==> src/rtl/btn_onehot_gen.sv <==
`default_nettype none
// ============================================================================
//  Module   : btn_onehot_gen
//  Brief    : Four push-buttons are synchronized, debounced and edge-detected.
//             The result is held as a one-hot code with an active-low enable
//             for a downstream priority encoder.
//  Revision : 1.0  initial release
// ============================================================================
module btn_onehot_gen #(
    parameter int DEBOUNCE_CNT = 4
) (
    input  logic       clk,
    input  logic       rst,
    input  logic [3:0] btn,
    input  logic       clr,
    output logic [3:0] onehot,
    output logic       en,
    output logic       valid,
    output logic       err
);

    localparam int               c_NCH  = 4;
    localparam int               c_CW   = $clog2(DEBOUNCE_CNT + 1);
    // The counter value seen on the edge where the next increment would reach DEBOUNCE_CNT
    localparam logic [c_CW-1:0]  c_LAST = c_CW'(DEBOUNCE_CNT - 1);

    typedef enum logic [0:0] {
        S_IDLE = 1'b0,
        S_HOLD = 1'b1
    } state_t;

    logic [c_NCH-1:0] r_sync1;
    logic [c_NCH-1:0] r_sync2;
    logic [c_NCH-1:0] w_deb;
    logic [c_NCH-1:0] r_deb_d;
    logic [c_NCH-1:0] r_press;

    state_t           r_state;
    state_t           w_state_nxt;
    logic [c_NCH-1:0] r_onehot;
    logic [c_NCH-1:0] w_onehot_nxt;
    logic             r_en;
    logic             w_en_nxt;
    logic             r_valid;
    logic             w_valid_nxt;
    logic             r_err;
    logic             w_err_nxt;
    logic             w_any_press;
    logic             w_single_press;
    logic             w_multi_press;

    always_ff @(posedge clk) begin
        if (rst) begin
            r_sync1 <= '0;
            r_sync2 <= '0;
        end else begin
            r_sync1 <= btn;
            r_sync2 <= r_sync1;
        end
    end

    generate
        for (genvar g = 0; g < c_NCH; g++) begin : g_chan
            logic [c_CW-1:0] r_cnt;
            logic            r_deb;

            always_ff @(posedge clk) begin
                if (rst) begin
                    r_cnt <= '0;
                    r_deb <= 1'b0;
                end else if (r_sync2[g] == r_deb) begin
                    r_cnt <= '0;
                end else if (r_cnt == c_LAST) begin
                    r_cnt <= '0;
                    r_deb <= ~r_deb;
                end else begin
                    r_cnt <= r_cnt + 1'b1;
                end
            end

            assign w_deb[g] = r_deb;
        end
    endgenerate

    // Press events are registered so the FSM only ever sees clean one-cycle strobes
    always_ff @(posedge clk) begin
        if (rst) begin
            r_deb_d <= '0;
            r_press <= '0;
        end else begin
            r_deb_d <= w_deb;
            r_press <= w_deb & ~r_deb_d;
        end
    end

    assign w_any_press    = (r_press != 4'd0);
    assign w_single_press = w_any_press && ((r_press & (r_press - 4'd1)) == 4'd0);
    assign w_multi_press  = w_any_press && !w_single_press;

    always_ff @(posedge clk) begin
        if (rst) begin
            r_state  <= S_IDLE;
            r_onehot <= '0;
            r_en     <= 1'b1;
            r_valid  <= 1'b0;
            r_err    <= 1'b0;
        end else begin
            r_state  <= w_state_nxt;
            r_onehot <= w_onehot_nxt;
            r_en     <= w_en_nxt;
            r_valid  <= w_valid_nxt;
            r_err    <= w_err_nxt;
        end
    end

    // clr masks any coincident press event in both states
    always_comb begin
        w_state_nxt  = r_state;
        w_onehot_nxt = r_onehot;
        w_en_nxt     = r_en;
        w_valid_nxt  = 1'b0;
        w_err_nxt    = 1'b0;
        if (clr) begin
            if (r_state == S_HOLD) begin
                w_state_nxt  = S_IDLE;
                w_onehot_nxt = '0;
                w_en_nxt     = 1'b1;
            end
        end else if (w_multi_press) begin
            w_err_nxt = 1'b1;
        end else if (w_single_press) begin
            w_state_nxt  = S_HOLD;
            w_onehot_nxt = r_press;
            w_en_nxt     = 1'b0;
            w_valid_nxt  = 1'b1;
        end
    end

    assign onehot = r_onehot;
    assign en     = r_en;
    assign valid  = r_valid;
    assign err    = r_err;

endmodule
`default_nettype wire

==> config.mk <==
export PLATFORM = sky130hd
export DESIGN_NAME = btn_onehot_gen
export DESIGN_NICKNAME = d
export VERILOG_FILES = /design/src/rtl/btn_onehot_gen.sv
export SDC_FILE = /design/constraint.sdc
export NUM_CORES = 1
export LEC_CHECK = 0
export CAP_MARGIN = 20
export CELL_PAD_IN_SITES_DETAIL_PLACEMENT = 0
export CELL_PAD_IN_SITES_GLOBAL_PLACEMENT = 1
export CORE_ASPECT_RATIO = 0.9
export CORE_UTILIZATION = 30
export DETAILED_ROUTE_END_ITERATION = 7
export GPL_ROUTABILITY_DRIVEN = 1
export HOLD_SLACK_MARGIN = 0.02
export PLACE_DENSITY = 0.68
export SYNTH_ARGS = -nofsm -noshare
export SYNTH_HDL_FRONTEND = slang
export SYNTH_SLANG_ARGS = --single-unit
==> constraint.sdc <==
create_clock -name clk -period 2.8 [get_ports clk]
set_input_delay 0.56 -clock clk [delete_from_list [all_inputs] [get_ports clk]]
set_output_delay 0.56 -clock clk [all_outputs]
set_load 0.01 [all_outputs]
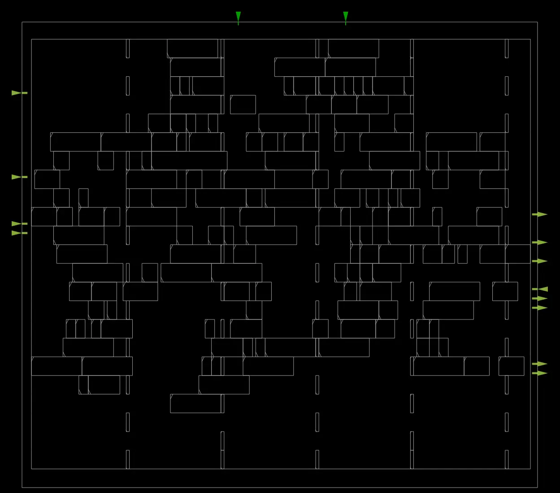
(run_1/placement.png)
number of core rows: 23
final core occ: 38.1%
seq_cells: 40
Finished Layout Cells: 217
Taps Inserted: 62

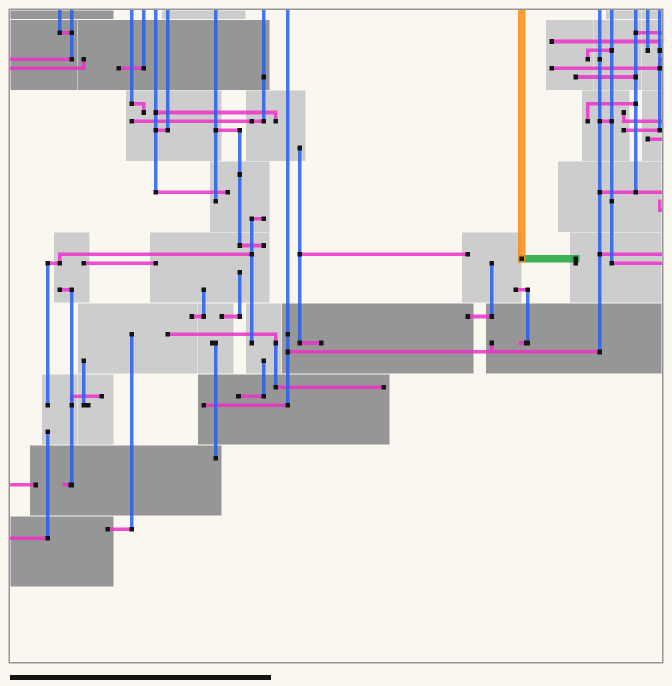
(run_1/detail.png)
Scale bar: 10 um. Region (25, 8) to (50, 33) um. Cells in grey, sequential cells in the stronger grey; small squares are vias.
- orange: metal 4
- blue: metal 2
- magenta: metal 1
- green: metal 3
- most frequent: dfxtp_1 (6), nor2_1 (3)
- netlist names of flops here include: g_chan.r_cnt (3)
- sequential cells in the window: 6
- cells with their middle in the window: 22

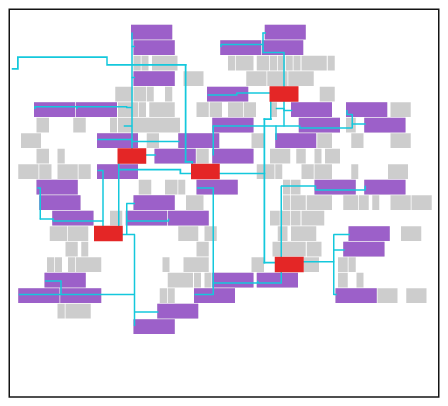
(run_1/clk_routes.png)
- cyan: clock wires (length 464 um)
- red: clock drivers (count 5)
- purple: flip-flops (count 40)
- routed clock nets: 6
Max Clock Skew: 0.00531 ns
clock share of power: 42.5%
Clock Latency Late Sink: 0.28 ns

==> flow_metrics.tcl, run 1 <==
# collected from the flow reports
set metrics [dict create \
    path_clk_slew_ns 0.07 \
    cts.path.max_buffers 2 \
    switching_power_mw 0.201 \
    cp_top_family "buffers and inverters" \
    wire_per_inst_um 8.78 \
    nNetsFinal 169 \
    flop_cell "dfxtp_1" \
    ys_ff 40 \
    post_cts_buffers 0 \
    setup.worst_path.end_class "output port" \
    ys_sh_aoi_pct 7.46 \
    ys_sh_xor_pct 4.16 \
    crit_path_max_fanout 3 \
    antenna_found_initial 0 \
    max-slew-margin-rel_pct 74.2 \
    drive_gt1_share_pct 7.74 \
    route.detailed.drc 0 \
    yosysCellCount 137 \
    ant_nets 0 \
    drt_first_pass_iters 4 \
    hold_viol_final 0 \
    synth_cells 137 \
    met2_length_um 890 \
    met3_length_um 90 \
    edf_count 0 \
    grt_max_degree 18 \
    min_period_ns 1.73 \
    first_global_vias 834 \
    leakage_nw 0.655 \
    viasPerCell 4.15 \
    core_area_sq_mm 0.00455 \
    final_area_sq_mm 0.00173 \
    common_cells "40 x dfxtp_1, 19 x nor2_1, 16 x nor2b_1, 13 x inv_1, 8 x ha_1" \
    warning_count 26 \
    initial_core_util_pct 31.7 \
    top_area_cell "dfxtp_1" \
    place_area_sq_mm 0.00163 \
    floorplan.nets 152 \
    io_pins 14 \
    cts_tree "built" \
    cap_violations 0 \
    synthesis.area_sq_mm 0.00144 \
    root_buffer "clkbuf_8" \
    cp-start-kind "flop" \
    slowest_delay_ns 0.54 \
    finalSetupViolations 0 \
    syn_avg_cell_area_sq_um 10.5 \
    ys_seq_share_pct 55.5 \
    path_class "reg -> out" \
    internal_power_mw 0.856 \
    topRoutingLayerUsed "met4" \
    cts_made_buffers 5 \
    arrival_ns 1.17 \
    synth.logic.top_family "simple AND/OR/NAND/NOR gates" \
    max-vdd-ir-drop_mv 0.302 \
    routed_wl_um 1910 \
    busiest_layer "met2" \
    vias 901 \
    met2_usage_pct 14.0 \
    pre_cts_ws_ns 0.807 \
    grt_setup_unrepaired "false" \
    finalCritPeriodShare_pct 61.9 \
    synth.distinct_cells 28 \
    cts-resized-gates 0 \
    crit_path_top_delay_cell "clkdlybuf4s50_1" \
    gr-usage-met3_pct 3.58 \
    synth_top_cell_by_count "dfxtp_1" \
    p_sw_share_pct 19.1 \
    cts-hold-fix-buffers 0 \
    antenna_cells 0 \
    ys_warn_count 0 \
    setup_ws_ns 1.07 \
    grt.overflow.total 0 \
    met1_usage_pct 10.5 \
    seq_power_share_pct 54.7 \
    fmax_mhz 577 \
    crit_path_cell_trace "clkdlybuf4s50_1" \
    dieArea_sq_mm 0.00509 \
    slew_violations 0 \
    cp_num_buf_inv 1 \
    tns_ns 0 \
    yosys_area_sq_mm 0.00144 \
    worstPathRequired_ns 2.24 \
    met1Wirelength_um 883 \
    synthAdderAreaFrac_pct 6.94 \
    dp_hpwl_um 1420 \
    status "complete, no violations" \
    grt_pass1_wl_um 3370 \
    powerDensity_mw_per_mm2 610 \
    synth-async-reset-ratio_pct 0 \
    area_leaders "dfxtp_1 56%, ha_1 6.9%, nor2b_1 6.9%" \
    ys_sh_simple_pct 16.9 \
]
## run 1: cells in the final DEF (no fill, tap or decap), drive strengths merged, types with 4 or more instances in the layout
cell type	instances
dfxtp	40
ha	8
xnor2	4
mux2i	5
clkbuf	6
nor2b	16
inv	13
or3	4
nor2	19
clkdlybuf4s50	13
o21ai	5
## run 1: metrics by stage
step                      utilization [%]  hold slack [ns]  instances  power [mW]
after floorplan                         -            0.367        137       0.608
after global placement               35.8            0.372        209       0.621
after detailed placement             35.8            0.372        209       0.622
after CTS                            38.1            0.375        217        1.08
after global routing                 38.1            0.394        217        1.11
final                                38.1            0.374        217        1.06
## run 1: power groups by stage
stage | registers, mW | clock network [mW] | logic, mW
2_1_floorplan | 0.591 | 0 | 0.0168
3_3_place_gp | 0.592 | 0 | 0.0295
3_5_place_dp | 0.592 | 0 | 0.0299
4_1_cts | 0.578 | 0.467 | 0.0300
5_1_grt | 0.579 | 0.496 | 0.0336
6_report | 0.579 | 0.450 | 0.0294
## run 1: final cells by class
type,instances,area (sq um)
Sequential cell,40,801
Fill cell,481,2810
Clock buffer,6,72.6
Clock inverter,2,35.0
Inverter,13,48.8
Timing Repair Buffer,14,138
Multi-Input combinational cell,80,562
Tap cell,62,77.6
## run 1: flip-flops by register name (all words and copies together), names as in the netlist
register and count:
en 1, err 1, g_chan.r_cnt 12, g_chan.r_deb 4, onehot 4, r_deb_d 4, r_press 4, r_state 1
r_sync1 4, r_sync2 4, valid 1
## run 1: final timing paths
path	from	end	slack, ns	cells past startpoint
max	onehot[3]	onehot[3]	1.07	1
min	r_deb_d[0]	r_press[0]	0.37	1
max reg2reg	r_press[2]	onehot[0]	1.49	4
min reg2reg	r_deb_d[0]	r_press[0]	0.37	1
==> run_1/metal_density.png <==
The die is cut into 15 by 14 equal tiles; black is low, pale yellow is high, scaled to the fullest tile. Values are wire area over tile area, all layers added.
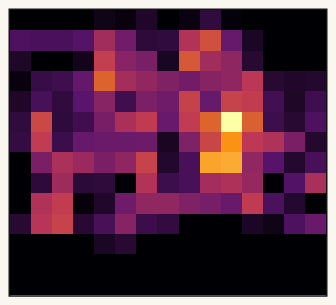

--- run 2 (diff from run 1) ---
Clock period 2.8 ns to 1.6 ns, I/O delays scaled along.
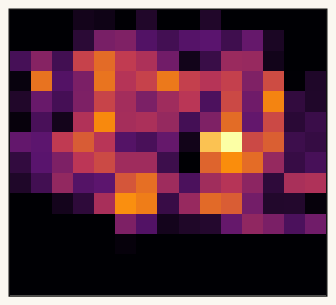
(run_2/metal_density.png)
The die is cut into 15 by 14 equal tiles; black is low, pale yellow is high, scaled to the fullest tile. Values are wire area over tile area, all layers added.
- tiles over half the peak: 15%
- nearly empty tiles: 35%
- mean over tiles: 0.067
- emptiest ninth of the die: lower left
- fullest tile: 0.30
total track usage: 10.2%
drt total wl: 2090 um

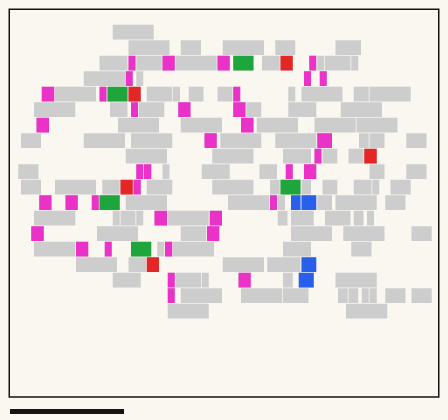
(run_2/logic_types.png)
Scale bar: 20 um.
- green: mux cells (cells 5; most used mux2i_1)
- blue: nand cells (cells 4; most used nand3b_1)
- magenta: nor cells (cells 37; most used nor2_1)
- red: and/or cells (cells 5; most used or3_1)
most frequent logic cell in the layout: dfxtp_1
Comb/total area: 31.8%
Finished Layout Cells: 224

==> flow_metrics.tcl, run 2 <==
# collected from the flow reports
set metrics [dict create \
    path_class "reg -> out" \
    ys_sh_simple_pct 16.9 \
    yosys_area_sq_mm 0.00144 \
    leakage_nw 0.680 \
    worstSkewPairLatency_ns 0.29 \
    edf_count 0 \
    r2r-start "r_press[2]" \
    ys_warn_count 0 \
    synth_top_cell_by_count "dfxtp_1" \
    setup_ws_ns 0.0958 \
    max-vdd-ir-drop_mv 0.365 \
    internal_power_mw 1.40 \
    hold_viol_final 0 \
    io_pins 14 \
    crit_path_max_fanout 3 \
    ys_sh_aoi_pct 7.46 \
    viasPerCell 4.06 \
    grt.overflow.total 0 \
    route.detailed.drc 0 \
    largest_reg_flops 12 \
    path_clk_slew_ns 0.07 \
    antenna_cells 0 \
    powerDensity_mw_per_mm2 989 \
    hold_start "r_deb_d[3]" \
    yosysCellCount 137 \
    finalSetupViolations 0 \
    floorplan.nets 152 \
    cp_num_buf_inv 1 \
    post_cts_buffers 0 \
    slew_violations 0 \
    total_power_mw 1.75 \
    ys_seq_share_pct 55.5 \
    max-slew-margin-rel_pct 75.0 \
    dp_cells 216 \
    p_sw_share_pct 20.1 \
    cts_made_buffers 5 \
    cts-hold-fix-buffers 0 \
    lay_top_cells "40 x dfxtp_1, 19 x nor2_1, 16 x nor2b_1" \
    worstPathRequired_ns 1.28 \
    synth_cells 137 \
    pwr-share-clk_pct 38.5 \
    ys_sh_xor_pct 4.16 \
    crit_path_top_delay_cell "clkdlybuf4s50_1" \
    grt_max_degree 12 \
    fin_skew_ns 0.00273 \
    area_leaders "dfxtp_1 56%, ha_1 6.9%, nor2b_1 6.9%" \
    fmax_mhz 665 \
    final_area_sq_mm 0.00177 \
    setup.worst_path.end_class "output port" \
    common_cells "40 x dfxtp_1, 19 x nor2_1, 16 x nor2b_1, 13 x inv_1, 8 x ha_1" \
    top_area_cell "dfxtp_1" \
    place_congestion 0.733 \
    drive_gt1_share_pct 11.1 \
    seq_power_share_pct 57.8 \
    crit_start "onehot[3]" \
    ant_nets 0 \
    synth.logic.top_family "simple AND/OR/NAND/NOR gates" \
    status "complete, no violations" \
    cts_tree "built" \
    pre_cts_ws_ns -0.0364 \
    crit_path_cell_trace "clkdlybuf4s50_1" \
    syn_avg_cell_area_sq_um 10.5 \
    cap_violations 0 \
    grt_setup_unrepaired "false" \
    warning_count 26 \
    logic_area_sq_um 562 \
    n_fill_cell 473 \
    place_area_sq_mm 0.00168 \
    met2_length_um 956 \
    finalCritPeriodShare_pct 94.0 \
    nNetsFinal 176 \
    wire_per_inst_um 9.31 \
    arrival_ns 1.18 \
    vias 910 \
    synth-async-reset-ratio_pct 0 \
    synth.distinct_cells 28 \
    dieArea_sq_mm 0.00509 \
    seq_area_sq_um 801 \
    met1Wirelength_um 939 \
    max_flop_register "g_chan.r_cnt" \
    first_global_vias 840 \
    std_cell_rows 23 \
    synthesis.area_sq_mm 0.00144 \
    cts.path.max_buffers 2 \
    cp_top_family "buffers and inverters" \
    switching_power_mw 0.353 \
    synthAdderAreaFrac_pct 6.94 \
    grt_pass1_wl_um 3530 \
    ys_ff 40 \
    drt_first_pass_iters 3 \
    met3_length_um 134 \
    dp_hpwl_um 1590 \
    flop_cell "dfxtp_1" \
    cp-start-kind "flop" \
    core_area_sq_mm 0.00455 \
    min_period_ns 1.50 \
    slowest_delay_ns 0.54 \
    antenna_found_initial 0 \
    topRoutingLayerUsed "met4" \
    root_buffer "clkbuf_8" \
    cts-resized-gates 0 \
    clkSinkCount 40 \
    initial_core_util_pct 31.7 \
]
## run 2: stage by stage
stage                     hold slack, ns  setup TNS (ns)  utilization (%)
after floorplan                    0.367               0                -
after global placement             0.373               0             36.9
after detailed placement           0.375          -0.194             36.9
after CTS                          0.383               0             38.9
after global routing               0.396               0             38.9
final                              0.383               0             38.9
## run 2: final cells by class
type                            instances  share of cell area [%]
Clock buffer                            8                    5.09
Inverter                               13                    2.76
Multi-Input combinational cell         80                    31.8
Sequential cell                        40                    45.3
Tap cell                               62                    4.38
Timing Repair Buffer                   21                    10.7
## run 2: worst paths after layout
check                                   to  slack (ns)  cells past startpoint
worst min-delay path            r_press[3]        0.38                      1
worst max register to register   onehot[0]        0.30                      4
worst max-delay path             onehot[3]         0.1                      1
worst min register to register  r_press[3]        0.38                      1
## run 2: metal layers
| layer | global-route usage (%) | up-vias |
|---|---|---|
| met1 | 10.9 | 398 |
| met5 | 0 | - |
| met3 | 5.82 | 7 |
| met4 | 6.37 | 0 |
| met2 | 15.5 | 17 |
| li1 | - | 488 |
## run 2: power groups by stage
stage,Sequential [mW],Combinational [mW],Clock (mW)
CTS,1.01,0.0665,0.707
detailed placement,1.04,0.0661,0
global route,1.01,0.0724,0.747
floorplan,1.03,0.0294,0
finish,1.01,0.0648,0.673
global placement,1.04,0.0647,0
## run 2: logic make-up (layout without fill, tap and decap cells)
group | after synthesis | after routing
AOI/OAI and AO/OA | 15 | 15
DFF | 40 | 40
muxes | 5 | 5
and+or+nand+nor | 46 | 46
buffers and inverters | 17 | 42
xor gates and xnor gates | 6 | 6
adders and majority gates | 8 | 8
No activity file was given, so power comes from the tool's default toggle rates.
